M1 wires:
The bar under the picture is 20 um long. Supply wires on this layer in grey.
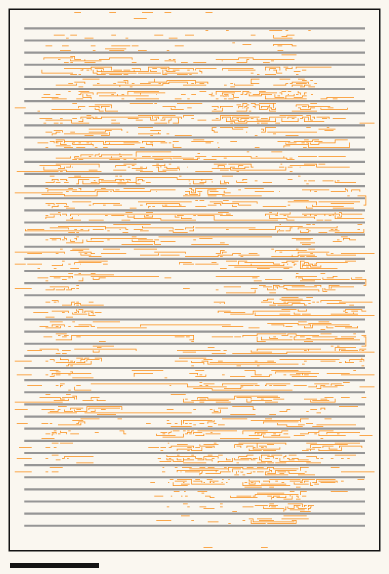
Met2 routing:
The bar under the picture is 20 um long.
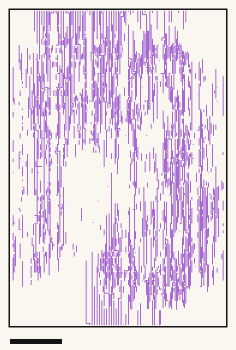
Metal 3:
Cells faint in the background.
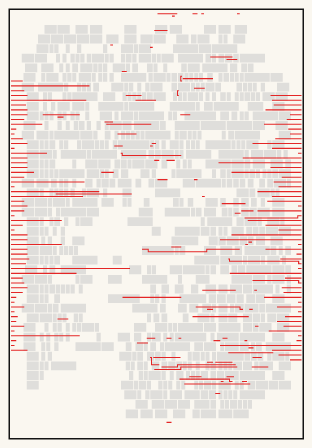
Signal wires on met4:
The bar under the picture is 20 um long. Supply wires on this layer in grey.
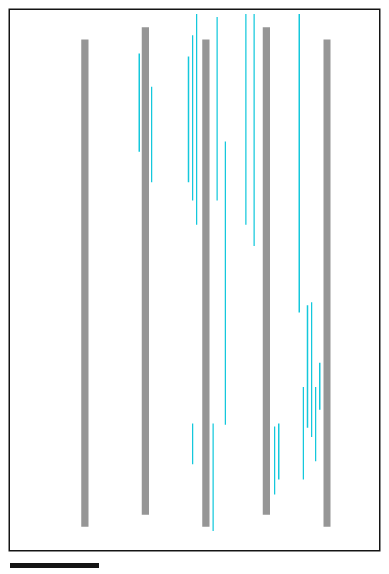
Routing congestion:
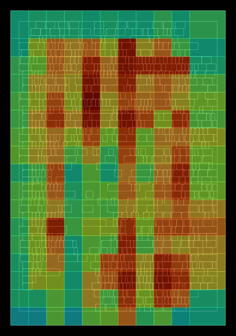
`src/rtl/noc_port_arbiter.sv`:
```
// Round-robin arbiter sharing one NoC output link between NUM_IN valid/ready sources.
// One-entry registered output stage with full throughput and a forwarded-packet counter.
module noc_port_arbiter #(
    parameter int unsigned NUM_IN           = 4,
    parameter int unsigned DATA_PACKET_SIZE = 32,
    parameter int unsigned CNT_W            = 16
) (
    input  logic                               clk,
    input  logic                               rst,
    input  logic [NUM_IN-1:0]                  in_valid,
    input  logic [NUM_IN*DATA_PACKET_SIZE-1:0] in_data,
    output logic [NUM_IN-1:0]                  in_ready,
    output logic                               out_valid,
    output logic [DATA_PACKET_SIZE-1:0]        out_data,
    input  logic                               out_ready,
    output logic [$clog2(NUM_IN)-1:0]          grant_id,
    output logic [CNT_W-1:0]                   pkt_count
);

    localparam int unsigned IDX_W = $clog2(NUM_IN);

    logic                        valid_q, valid_d;
    logic [DATA_PACKET_SIZE-1:0] data_q, data_d;
    logic [IDX_W-1:0]            grant_q, grant_d;
    logic [IDX_W-1:0]            last_q, last_d;
    logic [CNT_W-1:0]            cnt_q, cnt_d;

    logic                        load_c;
    logic                        drain_c;
    logic                        accept_c;
    logic                        any_valid_c;
    logic [IDX_W-1:0]            winner_c;
    logic [DATA_PACKET_SIZE-1:0] slice_c [NUM_IN];

    for (genvar g = 0; g < NUM_IN; g++) begin : g_slice
        assign slice_c[g] = in_data[g*DATA_PACKET_SIZE +: DATA_PACKET_SIZE];
    end

    // First valid source after the last grant, wrapping modulo NUM_IN
    always_comb begin
        int unsigned idx;
        idx         = 0;
        winner_c    = '0;
        any_valid_c = 1'b0;
        for (int unsigned k = 1; k <= NUM_IN; k++) begin
            idx = (32'(last_q) + k) % NUM_IN;
            if (!any_valid_c && in_valid[IDX_W'(idx)]) begin
                winner_c    = IDX_W'(idx);
                any_valid_c = 1'b1;
            end
        end
    end

    assign load_c   = !valid_q || out_ready;
    assign drain_c  = valid_q && out_ready;
    assign accept_c = load_c && any_valid_c && !rst;
    assign in_ready = accept_c ? (NUM_IN'(1) << winner_c) : '0;

    always_comb begin
        valid_d = valid_q;
        data_d  = data_q;
        grant_d = grant_q;
        last_d  = last_q;
        cnt_d   = cnt_q;
        if (accept_c) begin
            valid_d = 1'b1;
            data_d  = slice_c[winner_c];
            grant_d = winner_c;
            last_d  = winner_c;
        end else if (drain_c) begin
            valid_d = 1'b0;
        end
        if (drain_c) begin
            cnt_d = cnt_q + CNT_W'(1);
        end
    end

    // Reset leaves source 0 with first priority and discards any held packet
    always_ff @(posedge clk) begin
        if (rst) begin
            valid_q <= 1'b0;
            data_q  <= '0;
            grant_q <= '0;
            last_q  <= IDX_W'(NUM_IN - 1);
            cnt_q   <= '0;
        end else begin
            valid_q <= valid_d;
            data_q  <= data_d;
            grant_q <= grant_d;
            last_q  <= last_d;
            cnt_q   <= cnt_d;
        end
    end

    assign out_valid = valid_q;
    assign out_data  = data_q;
    assign grant_id  = grant_q;
    assign pkt_count = cnt_q;

endmodule
```
`config.mk`:
```
export PLATFORM = sky130hd
export DESIGN_NAME = noc_port_arbiter
export DESIGN_NICKNAME = d
export VERILOG_FILES = /design/src/rtl/noc_port_arbiter.sv
export SDC_FILE = /design/constraint.sdc
export NUM_CORES = 1
export LEC_CHECK = 0
export ABC_AREA = 1
export CORE_ASPECT_RATIO = 1.5
export CORE_MARGIN = 3
export CORE_UTILIZATION = 39
export DETAILED_ROUTE_END_ITERATION = 12
export PLACE_DENSITY = 0.86
export SLEW_MARGIN = 0
export SYNTH_ARGS = -nofsm -noshare
export SYNTH_HDL_FRONTEND = slang
export SYNTH_SLANG_ARGS = --single-unit
```
`constraint.sdc`:
```
create_clock -name clk -period 2.72 [get_ports clk]
set_input_delay 0.544 -clock clk [delete_from_list [all_inputs] [get_ports clk]]
set_output_delay 0.544 -clock clk [all_outputs]
set_load 0.05 [all_outputs]
```
==> impl_metrics.tcl <==
# implementation run metrics
set metrics [dict create \
    route.detailed.drc 0 \
    clock_path_buffers 2 \
    swShare_pct 54.12 \
    drt-initial-drc-count 207 \
    power.share.sequential_pct 16.6 \
    cts-resized-gates 10 \
    grt_pass1_vias 4348 \
    synthXorXnorAreaFrac_pct 0.2544 \
    post_drt_wl_per_cell_um 14.16 \
    diodes 0 \
    chipArea_sq_um 10020 \
    mostFrequentLayoutCell "nand2_1" \
    ios 190 \
    path_delay_family "simple AND/OR/NAND/NOR gates" \
    ys.flop_type "dfxtp_1" \
    crit_chain "inv_4 -> nand2_1 -> nand2_2 -> nand2_2 -> nand2_4 -> nor2_4 -> nand3_2 -> nand3_4 -> inv_4 -> nor3_4 -> buf_12" \
    setup_viol_count_final 0 \
    area_leaders "dfxtp_1, nand2_1, nand3_1, nor2_1, inv_1" \
    arrival_ns 2.07 \
    ys_sh_mux_pct 0 \
    ys_warn_count 0 \
    max_freq_mhz 382.4 \
    top_layer "met4" \
    synth_cell_types 27 \
    netlist_area_sq_um 3443 \
    min_to "grant_id[1]" \
    cts_hold_buffers 0 \
    irDropWorstVdd_v 0.0009403 \
    status "complete, no violations" \
    port_buffers 189 \
    edf_count 0 \
    yosys-top-cells-count "nand2_1, nand3_1, nor2_1, dfxtp_1, inv_1" \
    dp_hpwl_mm 9.566 \
    yosys_area_sq_um 3443 \
    drv_cap 0 \
    pg_clk_uw 651 \
    coreArea_sq_um 8516 \
    min_from "grant_id[1]" \
    finClkSkew_ns 0.002740 \
    dieWidth_um 82.72 \
    detail_route.vias_per_cell 5.127 \
    lay_top_cells "nand2_1, clkdlybuf4s50_1, nand3_1, nor2_1, dfxtp_1" \
    hold_path_depth 2 \
    cts.htree.levels 2 \
    cts_buffers 5 \
    yosys_cells 587 \
    min_path_type "reg -> reg" \
    compound_area_share_pct 4.179 \
    warnings 27 \
    grt_overflow 0 \
    worstMarginPinSlew_ns 0.5713 \
    critPathCapture "in_ready[2]" \
    grt_pass1_wl_mm 19.00 \
    p_sw_mw 3.956 \
    synthesis.nets 723 \
    synthCells 587 \
    synth_area_leader_cell "dfxtp_1" \
    clkPwrFrac_pct 8.9 \
]
-- 'M1 wires' (at the start) --
nets with wire on the layer	797
main direction	horizontal
wire length on this layer	4260 um
longest straight run	34.0 um
share of all routed wire	34%
via count: 4548
wirelength, routed: 12.56 mm

-- 'met2 routing' (at the start) --
nets with wire on the layer	745
main direction	vertical
longest straight run	46.2 um
share of all routed wire	52%
wire length on this layer	6500 um
met2 Use GR: 46.69%

-- 'metal 3' (at the start) --
longest straight run	33.4 um
nets with wire on the layer	158

-- 'signal wires on met4' (at the start) --
longest straight run	66.6 um
share of all routed wire	4.7%
main direction	vertical
nets with wire on the layer	19
wire length on this layer	588 um

-- 'routing congestion' (at the start) --
global-route usage over all layers: 24.32%
GR peak layer: met2
met3 Use GR: 5.795%
final core utilization: 68.45%

area by class of cell:
type,count,area (sq um)
inverters,49,198.9
flip-flops and latches,53,1064
clock inverters,3,26.28
clock buffers,5,125.1
fillers,710,2686
well taps,107,133.9
multi-input cells,453,2117
repair buffers,217,2165
flip-flops by register name, summed over array words and instances (netlist names):
name	count
grant_id	2
last_q	2
out_data	32
out_valid	1
pkt_count	16
stage by stage:
step	setup TNS (ns)	power [mW]	worst slack (ns)	instance area [sq um]
floorplan	-0.07088	4.798	-0.03544	3453
global placement	-0.07327	6.160	-0.03095	5493
detailed placement	-1.800	6.268	-0.1420	5493
CTS	0	7.087	0.01222	5717
global route	-0.03401	7.892	-0.01945	5829
finish	0	7.310	0.1049	5829
Power figures rest on the tool's default switching activity, not on a simulated workload.
